File: config.mk
export PLATFORM = sky130hd
export DESIGN_NAME = vector_load_writeback
export DESIGN_NICKNAME = d
export VERILOG_FILES = /design/src/rtl/vector_lsu_pkg.sv /design/src/rtl/vector_load_writeback.sv
export SDC_FILE = /design/constraint.sdc
export NUM_CORES = 1
export LEC_CHECK = 0
export ABC_AREA = 1
export CAP_MARGIN = 10
export CORE_AREA = 2 2 129 131
export CTS_CLUSTER_SIZE = 25
export DETAILED_ROUTE_END_ITERATION = 16
export DIE_AREA = 0 0 131 133
export PLACE_DENSITY_LB_ADDON = 0.15
export SYNTH_ARGS = -nofsm -noshare
export SYNTH_HDL_FRONTEND = slang
export SYNTH_SLANG_ARGS = --single-unit
export TNS_END_PERCENT = 1
File: constraint.sdc
create_clock -name clk -period 7.4 [get_ports clk]
set_input_delay 2.22 -clock clk [delete_from_list [all_inputs] [get_ports clk]]
set_output_delay 2.22 -clock clk [all_outputs]
set_load 0.02 [all_outputs]
File: src/rtl/vector_lsu_pkg.sv
// Shared types and sizing helpers for the vector load/store path.
// Imported by the load writeback packer.
package vector_lsu_pkg;

  typedef enum logic [1:0] {
    IDLE    = 2'd0,
    COLLECT = 2'd1,
    WRITE   = 2'd2
  } wb_state_t;

  localparam int DEF_VREG_BITS = 64;
  localparam int DEF_BEAT_BITS = 32;
  localparam int DEF_NUM_REGS  = 32;
  localparam int DEF_MAX_GROUP = 8;

  function automatic int beats_per_reg(
    input int vreg_bits,
    input int beat_bits
  );
    return vreg_bits / beat_bits;
  endfunction

  function automatic int cnt_width(
    input int max_group,
    input int bpr
  );
    return $clog2(max_group * bpr + 1);
  endfunction

endpackage

File: src/rtl/vector_load_writeback.sv
// Packs memory response beats into vector register lines and
// writes each completed line to the register file load port.
module vector_load_writeback
  import vector_lsu_pkg::*;
#(
  parameter int VREG_BITS           = DEF_VREG_BITS,
  parameter int BEAT_BITS           = DEF_BEAT_BITS,
  parameter int NUMBER_OF_REGISTERS = DEF_NUM_REGS,
  parameter int MAX_GROUP           = DEF_MAX_GROUP,
  localparam int BPR    = beats_per_reg(VREG_BITS, BEAT_BITS),
  localparam int CNT_W  = cnt_width(MAX_GROUP, BPR),
  localparam int DEST_W = $clog2(NUMBER_OF_REGISTERS)
) (
  input  logic                 clk,
  input  logic                 rst,
  input  logic                 req_valid,
  output logic                 req_ready,
  input  logic [DEST_W-1:0]    req_dest,
  input  logic [CNT_W-1:0]     req_beats,
  input  logic                 mem_valid,
  output logic                 mem_ready,
  input  logic [BEAT_BITS-1:0] mem_data,
  input  logic                 kill,
  output logic                 wb_valid,
  output logic [DEST_W-1:0]    wb_dest,
  output logic [VREG_BITS-1:0] wb_data,
  output logic                 busy
);

  localparam int IDX_W = (BPR > 1) ? $clog2(BPR) : 1;

  wb_state_t            state_q;
  logic [DEST_W-1:0]    dest_q;
  logic [CNT_W-1:0]     remaining_q;
  logic [IDX_W-1:0]     beat_idx_q;
  logic [VREG_BITS-1:0] line_q;

  logic [VREG_BITS-1:0] line_ins;
  logic                 last_beat;
  logic                 beat_fire;

  assign req_ready = (state_q == IDLE);
  assign mem_ready = (state_q == COLLECT);
  assign busy      = (state_q != IDLE);
  assign beat_fire = mem_valid && mem_ready;

  // Line buffer with the incoming beat dropped into its slot
  always_comb begin
    line_ins = line_q;
    for (int i = 0; i < BPR; i++) begin
      if (beat_idx_q == IDX_W'(i)) begin
        line_ins[i*BEAT_BITS +: BEAT_BITS] = mem_data;
      end
    end
  end

  // A register closes on its last slot or on the request's last beat
  always_comb begin
    last_beat = (beat_idx_q == IDX_W'(BPR - 1))
             || (remaining_q == CNT_W'(1));
  end

  // Request / collect / write sequencer with registered write port
  always_ff @(posedge clk or posedge rst) begin
    if (rst) begin
      state_q     <= IDLE;
      dest_q      <= '0;
      remaining_q <= '0;
      beat_idx_q  <= '0;
      line_q      <= '0;
      wb_valid    <= 1'b0;
      wb_dest     <= '0;
      wb_data     <= '0;
    end else begin
      wb_valid <= 1'b0;
      unique case (state_q)
        IDLE: begin
          if (req_valid && (req_beats != '0)) begin
            dest_q      <= req_dest;
            remaining_q <= req_beats;
            line_q      <= '0;
            beat_idx_q  <= '0;
            state_q     <= COLLECT;
          end
        end
        COLLECT: begin
          if (kill) begin
            line_q      <= '0;
            beat_idx_q  <= '0;
            remaining_q <= '0;
            state_q     <= IDLE;
          end else if (beat_fire) begin
            line_q      <= line_ins;
            beat_idx_q  <= beat_idx_q + IDX_W'(1);
            remaining_q <= remaining_q - CNT_W'(1);
            if (last_beat) begin
              wb_valid <= 1'b1;
              wb_dest  <= dest_q;
              wb_data  <= line_ins;
              state_q  <= WRITE;
            end
          end
        end
        WRITE: begin
          line_q     <= '0;
          beat_idx_q <= '0;
          if (!kill && (remaining_q != '0)) begin
            dest_q  <= dest_q + DEST_W'(1);
            state_q <= COLLECT;
          end else begin
            remaining_q <= '0;
            state_q     <= IDLE;
          end
        end
        default: state_q <= IDLE;
      endcase
    end
  end

endmodule

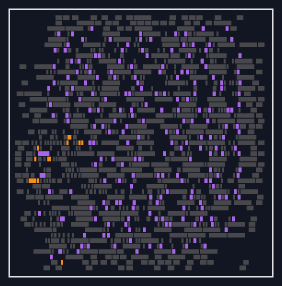
*Selected gate families*
Drawn at 2 px/um.
- inverting AOI/OAI gates: purple (cells 206)
- NOR gates: orange (cells 10; where left middle)
share of cell area taken by multi-input logic gates: 0.3079
most common cell after layout, fill and taps aside: sky130_fd_sc_hd__nand2_1
number of standard cells in the layout, taps in and fillers out: 1187

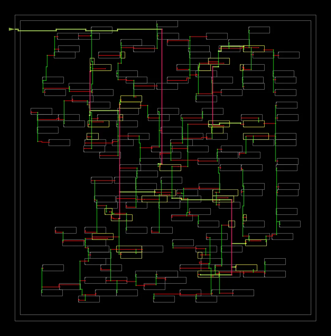
*Clock nets*
Clock Skews: 0.007740 ns
Clock Buffer Count: 23
clock net sink count: 147
Late-Pin Clk Latency: 0.42 ns
Clk power: 0.917 mW

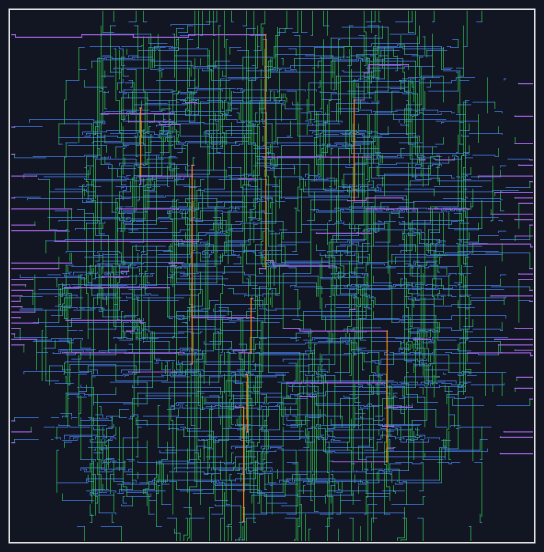
*Signal wires by layer*
Drawn at 4 px/um.
- met1: blue (wire length 8730 um)
- met2: green (wire length 8230 um)
- met3: purple (wire length 808 um)
- met4: orange (wire length 239 um)

==> results.sh <==
# physical design summary
export IMPL_library_cell_occupying_the_most_area_in_the_post_synthesis_netlist="sky130_fd_sc_hd__dfrtp_1"
export IMPL_timing_critical_path_to_type="flip-flop"
export IMPL_stage_log_warnings=32
export IMPL_final_core_util=0.5503
export IMPL_largestPowerGroup="combinational logic"
export IMPL_fillCellCount=1521
export IMPL_post_synthesis_share_of_cell_area_spent_on_full_adders_half_adders_and_majority_gates=0.01597
export IMPL_max_vdd_ir_drop_uv=328.0
export IMPL_run_status="completed"
export IMPL_via_count=6171
export IMPL_dpl_worst_slack_ns=2.764
export IMPL_grt_most_used_layer="met2"
export IMPL_grt_pass1_wl_um=29990
export IMPL_gr_usage_all_layers=0.2171
export IMPL_layout_cell_area_non_filler_um2=8900
export IMPL_worstPathCellList="clkdlybuf4s50_1, inv_2, nand2_2, buf_4, inv_2, buf_4, nand4_1, o21ai_0"
export IMPL_setup_fix_buffers_added_after_clock_tree_synthesis=0
export IMPL_postLayoutSetupSlackWorst_ns=3.158
export IMPL_synthDistinctLibCells=26
export IMPL_cellLeakagePower_nw=4.028
export IMPL_syn_to_final_growth_pct=26.21
export IMPL_comb_cells=576
export IMPL_met2_length_um=8227
export IMPL_synthesis_area_um2=7052
export IMPL_row_count=47
export IMPL_timing_critical_path_required_ns=7.66
export IMPL_power_clock_fraction=0.249
export IMPL_cell_area_placed_um2=8270
export IMPL_holdWs_ns=0.4957
export IMPL_timing_final_crit_period_ns=4.242
export IMPL_yosys_stat_seqShare=0.5216
export IMPL_wl_met1_um=8729
export IMPL_first_pass_iters=5
export IMPL_maxClockFrequency_mhz=235.7
export IMPL_critPathCapture="beat_idx_q"
export IMPL_antenna_diode_count=0
export IMPL_holdCritPathClass="flip-flop to flip-flop"
export IMPL_power_density_nw_per_um2=414.0
export IMPL_viasPerCell=5.199
export IMPL_drtAntennaViolNets=0
export IMPL_worst_hold_path_endpoint="wb_data[21]"
export IMPL_route_top_layer_used="met4"
export IMPL_post_dp_hpwl_um=10600
export IMPL_power_switching_mw=1.464
export IMPL_globalplace_congestion=0.7765
export IMPL_sequentialPowerShare=0.340
export IMPL_drcViolationCount=0
export IMPL_setup_worst_path_start_class="input pin"
export IMPL_buffers_excl_clock=127
export IMPL_seq_power_mw=1.25
export IMPL_synthTopCellsByCount="sky130_fd_sc_hd__nand2_1, sky130_fd_sc_hd__o21ai_0, sky130_fd_sc_hd__dfrtp_1"
export IMPL_fp_util=0.4361
export IMPL_power_frac_comb=0.411
export IMPL_critical_path_arrival_ns=4.50
export IMPL_clk_path_buf_depth=2
export IMPL_grt_antenna_before_repair=0
export IMPL_buffer_ports_inserted=119
export IMPL_synth_edff_count=0
export IMPL_timing_critical_path_fanout_max=71
export IMPL_seqAreaFraction=0.4135
export IMPL_post_synth_ao_oa_area_fraction=0.1478
export IMPL_cp_slowest_stage_delay_ns=0.55
export IMPL_power_total_mw=3.685
export IMPL_nFlopsAndLatches=147
export IMPL_routed_wirelength_um=18000
export IMPL_hold_violations=0
export IMPL_min_period_over_period=0.5733
export IMPL_grt_pass1_vias=5938
export IMPL_grt_remaining_overflow=0
export IMPL_synthXorXnorAreaFrac=0
export IMPL_grt_setup_unrepaired="no"
export IMPL_fp_dieArea_um2=17420
export IMPL_core_area_um2=16170
export IMPL_yosys_stat_chipArea_um2=7052
export IMPL_synthTopLogicFamily="simple AND/OR/NAND/NOR gates"
export IMPL_synthesis_instances=872
export IMPL_cts_resized=0
export IMPL_timing_critical_path_buf_inv=5
export IMPL_most_frequently_placed_logic_cells_in_the_final_layout="sky130_fd_sc_hd__nand2_1, sky130_fd_sc_hd__o21ai_0, sky130_fd_sc_hd__dfrtp_1"
export IMPL_maxCapViolations=0
export IMPL_final_nets=1010
export IMPL_die_width_um=131
export IMPL_final_layout_non_clock_buffer_area_share=0.1406
export IMPL_post_synth_cell_area_avg_um2=8.087
export IMPL_crit_path_class="input pin to flip-flop"
export IMPL_synth_top_area_cells="sky130_fd_sc_hd__dfrtp_1, sky130_fd_sc_hd__nand2_1, sky130_fd_sc_hd__o21ai_0, sky130_fd_sc_hd__nand4_1, sky130_fd_sc_hd__inv_1"
export IMPL_buffer_type_at_the_clock_tree_root="sky130_fd_sc_hd__clkbuf_16"
export IMPL_clock_transition_time_at_the_flip_flop_clock_pins_of_the_worst_setup_and_hold_paths_ns=0.06
export IMPL_timing_max_transition_violations_final=0
export IMPL_yosys_warnings=0
export IMPL_rr_startpoint="beat_idx_q"
export IMPL_path_depth=8
export IMPL_cts_stage_hold_buffer_count=0
export IMPL_wl_met3_um=807
export IMPL_clock_tree_from_tritoncts="built"
export IMPL_cell_count_post_placement=1155
export IMPL_die_h_um=133
export IMPL_cp_slowest_cell="sky130_fd_sc_hd__clkdlybuf4s50_1"
export IMPL_clockNetworkAreaShare=0.07072
export IMPL_synth_top_flop_cell="sky130_fd_sc_hd__dfrtp_1"
export IMPL_largestClassByArea="registers"
export IMPL_synth_net_count=928
export IMPL_ys_async_rst_share=1.000
export IMPL_met2_capacity_usage_during_global_routing=0.3235
export IMPL_globalRouteMet3Util=0.03882
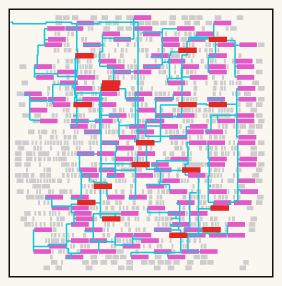
*Clock wires, drivers and flops*
Drawn at 2 px/um.
- clock wires: cyan (length 1850 um)
- flip-flops: magenta (count 147)
- cells driving clock nets: red (count 17)
- routed clock nets: 18

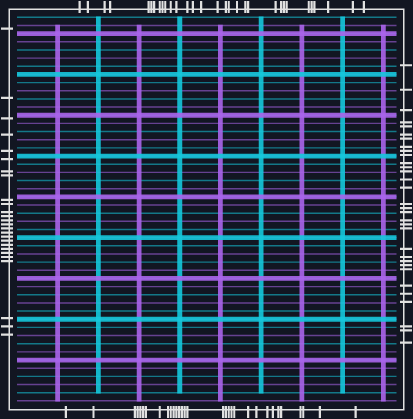
*Floorplan with the power grid*
Drawn at 3 px/um. Pins as bars on the die edge.
- VSS: purple
- VDD: cyan
- met5 straps: 9
- met4 straps: 9
- rows: 47

No activity file was given, so power comes from the tool's default toggle rates.
